==> images/layer_met1.png <==
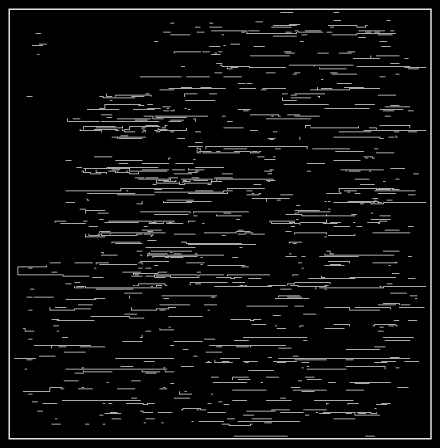
==> images/layer_met2.png <==
Bar = 20 um. Cells faint in the background.
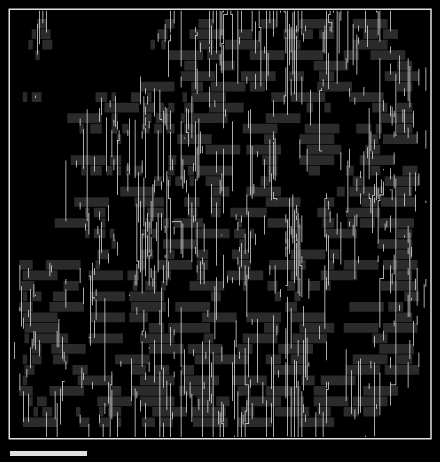
[config.mk]
export PLATFORM = sky130hd
export DESIGN_NAME = io_controller
export DESIGN_NICKNAME = d
export VERILOG_FILES = /design/src/rtl/io_defs_pkg.sv /design/src/rtl/btn_debounce.sv /design/src/rtl/io_controller.sv
export SDC_FILE = /design/constraint.sdc
export NUM_CORES = 1
export LEC_CHECK = 0
export CAP_MARGIN = 20
export CELL_PAD_IN_SITES_DETAIL_PLACEMENT = 1
export CELL_PAD_IN_SITES_GLOBAL_PLACEMENT = 2
export CORE_AREA = 2 2 107 109
export DETAILED_ROUTE_END_ITERATION = 10
export DIE_AREA = 0 0 109 111
export DONT_BUFFER_PORTS = 1
export GPL_TIMING_DRIVEN = 0
export HOLD_SLACK_MARGIN = 0.06
export PLACE_DENSITY_LB_ADDON = 0.08
export SLEW_MARGIN = 20
export SYNTH_ARGS = -nofsm -noshare
export SYNTH_HDL_FRONTEND = slang
export SYNTH_SLANG_ARGS = --single-unit
[constraint.sdc]
create_clock -name clock -period 1.81 [get_ports clock]
set_input_delay 0.2715 -clock clock [delete_from_list [all_inputs] [get_ports clock]]
set_output_delay 0.2715 -clock clock [all_outputs]
set_load 0.01 [all_outputs]
[src/rtl/io_defs_pkg.sv]
// Shared definitions for the board I/O responder: FSM encodings and the
// default button debounce length.
package io_defs;

  typedef enum logic [2:0] {
    ST_IDLE         = 3'd0,
    ST_WAIT_PRESS   = 3'd1,
    ST_WAIT_RELEASE = 3'd2,
    ST_DONE         = 3'd3,
    ST_HALTED       = 3'd4
  } io_state_e;

  localparam int unsigned DEBOUNCE_CYCLES_DEF = 50000;

endpackage

[src/rtl/btn_debounce.sv]
// Pushbutton conditioning: invert the active-low raw input, synchronize it,
// debounce it and emit one-cycle press/release pulses.
module btn_debounce
  import io_defs::*;
#(
  parameter int unsigned DEBOUNCE_CYCLES = DEBOUNCE_CYCLES_DEF
) (
  input  logic clock,
  input  logic reset,
  input  logic btn_n,
  output logic level,
  output logic press,
  output logic release_pulse
);

  localparam int unsigned CNT_W = $clog2(DEBOUNCE_CYCLES + 1);
  localparam logic [CNT_W-1:0] CNT_LAST = CNT_W'(DEBOUNCE_CYCLES - 1);
  localparam logic [CNT_W-1:0] CNT_MAX  = CNT_W'(DEBOUNCE_CYCLES);

  logic [1:0]       sync_q, sync_d;
  logic             db_q, db_d;
  logic [CNT_W-1:0] cnt_q, cnt_d;
  logic             press_q, press_d;
  logic             rel_q, rel_d;

  always_comb begin
    sync_d = {sync_q[0], ~btn_n};
    db_d   = db_q;
    cnt_d  = cnt_q;
    // Level flips only after DEBOUNCE_CYCLES consecutive disagreeing cycles.
    if (sync_q[1] == db_q) begin
      cnt_d = '0;
    end else if (cnt_q >= CNT_LAST) begin
      db_d  = ~db_q;
      cnt_d = '0;
    end else if (cnt_q != CNT_MAX) begin
      cnt_d = cnt_q + CNT_W'(1);
    end
    press_d = db_d & ~db_q;
    rel_d   = ~db_d & db_q;
  end

  always_ff @(posedge clock or negedge reset) begin
    if (!reset) begin
      sync_q  <= '0;
      db_q    <= 1'b0;
      cnt_q   <= '0;
      press_q <= 1'b0;
      rel_q   <= 1'b0;
    end else begin
      sync_q  <= sync_d;
      db_q    <= db_d;
      cnt_q   <= cnt_d;
      press_q <= press_d;
      rel_q   <= rel_d;
    end
  end

  assign level         = db_q;
  assign press         = press_q;
  assign release_pulse = rel_q;

endmodule

[src/rtl/io_controller.sv]
// Board-side I/O responder: stalls the core for IN until a debounced button
// confirms the switches, latches OUT values for display, and freezes on HALT.
module io_controller
  import io_defs::*;
#(
  parameter int unsigned DATA_W          = 32,
  parameter int unsigned SW_W            = 16,
  parameter int unsigned DEBOUNCE_CYCLES = DEBOUNCE_CYCLES_DEF
) (
  input  logic              clock,
  input  logic              reset,
  input  logic              in_req,
  input  logic              out_req,
  input  logic              halt,
  input  logic [DATA_W-1:0] out_data,
  input  logic [SW_W-1:0]   sw,
  input  logic              btn_n,
  output logic              stall,
  output logic [DATA_W-1:0] in_data,
  output logic              in_valid,
  output logic [DATA_W-1:0] disp_value,
  output logic              disp_valid,
  output logic              halted,
  output logic [2:0]        state_dbg
);

  // Handshake: in_req/halt are held by the core while stall is high; the core
  // advances on any edge where stall is low, writing in_data when in_valid is high.

  io_state_e         state_q, state_d;
  logic [SW_W-1:0]   sw_s1_q, sw_s2_q;
  logic [DATA_W-1:0] in_data_q, in_data_d;
  logic [DATA_W-1:0] disp_value_q, disp_value_d;
  logic              disp_valid_q, disp_valid_d;
  logic              halted_q;
  logic              btn_level;
  logic              btn_press;
  logic              btn_release;

  btn_debounce #(
    .DEBOUNCE_CYCLES(DEBOUNCE_CYCLES)
  ) u_btn (
    .clock        (clock),
    .reset        (reset),
    .btn_n        (btn_n),
    .level        (btn_level),
    .press        (btn_press),
    .release_pulse(btn_release)
  );

  always_ff @(posedge clock or negedge reset) begin
    if (!reset) begin
      state_q      <= ST_IDLE;
      sw_s1_q      <= '0;
      sw_s2_q      <= '0;
      in_data_q    <= '0;
      disp_value_q <= '0;
      disp_valid_q <= 1'b0;
      halted_q     <= 1'b0;
    end else begin
      state_q      <= state_d;
      sw_s1_q      <= sw;
      sw_s2_q      <= sw_s1_q;
      in_data_q    <= in_data_d;
      disp_value_q <= disp_value_d;
      disp_valid_q <= disp_valid_d;
      halted_q     <= (state_d == ST_HALTED);
    end
  end

  always_comb begin
    state_d = state_q;
    unique case (state_q)
      ST_IDLE: begin
        if (halt)        state_d = ST_HALTED;
        else if (in_req) state_d = ST_WAIT_PRESS;
      end
      ST_WAIT_PRESS:   if (btn_press)   state_d = ST_WAIT_RELEASE;
      ST_WAIT_RELEASE: if (btn_release) state_d = ST_DONE;
      ST_DONE:         state_d = ST_IDLE;
      ST_HALTED:       state_d = ST_HALTED;
      default:         state_d = ST_IDLE;
    endcase
  end

  always_comb begin
    in_data_d    = in_data_q;
    disp_value_d = disp_value_q;
    disp_valid_d = disp_valid_q;
    if (state_q == ST_WAIT_PRESS && btn_press) begin
      in_data_d = DATA_W'(sw_s2_q);
    end
    // halt and in_req both outrank a simultaneous out_req.
    if (state_q == ST_IDLE && out_req && !halt && !in_req) begin
      disp_value_d = out_data;
      disp_valid_d = 1'b1;
    end
  end

  always_comb begin
    stall    = 1'b0;
    in_valid = 1'b0;
    unique case (state_q)
      ST_IDLE:         stall = in_req | halt;
      ST_WAIT_PRESS,
      ST_WAIT_RELEASE,
      ST_HALTED:       stall = 1'b1;
      ST_DONE:         in_valid = 1'b1;
      default:         stall = 1'b0;
    endcase
  end

  assign in_data    = in_data_q;
  assign disp_value = disp_value_q;
  assign disp_valid = disp_valid_q;
  assign halted     = halted_q;
  assign state_dbg  = state_q;

endmodule

==> GITHUB_STEP_SUMMARY <==
### Yosys + OpenROAD results

| Metric | Value |
|---|---|
| Fill count | `~1100` |
| Commonest cells in the synthesized netlist | `106 x dfrtp_1, 49 x mux2_2, 22 x nor2_1, 16 x buf_4, 10 x xnor2_1` |
| Synth Cell Area | `3980 um2` |
| Register share after synthesis | `0.667` |
| Logic pwr share | `0.058` |
| Hold_ws | `-379 ps` |
| Post-synth EDFFs | `0` |
| Leading power group | `sequential cells` |
| TritonCTS Sinks | `106` |
| R2R depth | `4` |
| Top cell area share | `0.667` |
| Critical path cell sequence | `or4_4, a311o_2, buf_6, nor2_1` |
| Largest net degree at the start of global routing | `around 110` |
| Critical Path Start | `u_btn.cnt_q[11]` |
| Global route overflow | `0` |
| PwrDens | `1080 nW/um2` |
| Mux cell area share | `0.141` |
| Max reg flops | `32` |
| # Taps | `~140` |
| Area fraction in and, or, nand and nor cells | `0.0909` |
| Most numerous cell in the Yosys netlist | `dfrtp_1` |
| DRC | `0` |
| Post-CTS setup buffers | `0` |
| Flop share of the area | `0.550` |
| Crit path to | `u_btn.cnt_q[4]` |
| Final tally of hold violations | `~110` |
| FF/Latch Area | `about 2700 um2` |
| Gate Count Post-Synth | `approximately 280` |
| Internal power | `~4000 uW` |
| CP bufs+invs | `1` |
| Yosys synthesis chip area | `3980 um2` |
| Critical path's top delay family | `simple AND/OR/NAND/NOR gates` |
| Root buf cell | `clkbuf_16` |
| Bufs w/o clock | `around 48` |
| Top_reg_cell synth | `dfrtp_1` |
| Synth Register Bits | `106` |
| Post-layout period usage | `0.989` |
| Critical Path AT | `roughly 2100 ps` |
| Clk_lat worst skew | `340 ps` |
| Failing checks | `negative hold slack` |
| Met3 WL | `517 um` |
| Setup TNS | `0 ps` |
| WL/cell | `15.4 um` |
| Net count, final | `382` |
| Clk pwr share | `0.386` |
| Gate Area | `approximately 1300 um2` |
| Comb power | `304 uW` |
| Vias in the first global route | `about 2400` |
| Crit path DRT | `about 2100 ps` |
| GRT Overall Usage | `0.124` |
| Sequential power | `2880 uW` |
| Clock buffers | `10` |
| IO buf count | `0` |
| Tmin final | `1790 ps` |
| Layout area overhead | `21.4%` |
| Cell type with the largest total area | `dfrtp_1` |
| Worst min-delay path class | `primary input to asynchronous set/reset pin` |
| Post-Place Worst Slack | `-287 ps` |
| # IOs | `125` |
| CTS tree | `yes` |
| Ys async rst share | `1.00` |
| Max IR drop VDD | `0.000394 V` |
| Area-dominant class | `flip-flops and latches` |
| Registers | `106` |
| DPL Wire Length | `4870 um` |
| Die W | `109 um` |
| Fmax achieved | `559 MHz` |
| Placed Cells incl. Taps | `434` |
| Status | `finished with violations` |
## Picture notes: layer_met1.png
The layer carries 3160 um of wire. 340 nets have wire on it. The layer holds 43% of the routed length. The wires run mostly horizontal. The longest straight run is 34.0 um.
Vias: 2232
met1 global-route usage: 0.158
DRT Wirelength: 7300 um

## Picture notes: layer_met2.png
The longest straight run is 53.3 um. The wires run mostly vertical.
GR Util met2: 0.195

Power is estimated from default activity; no workload was simulated.
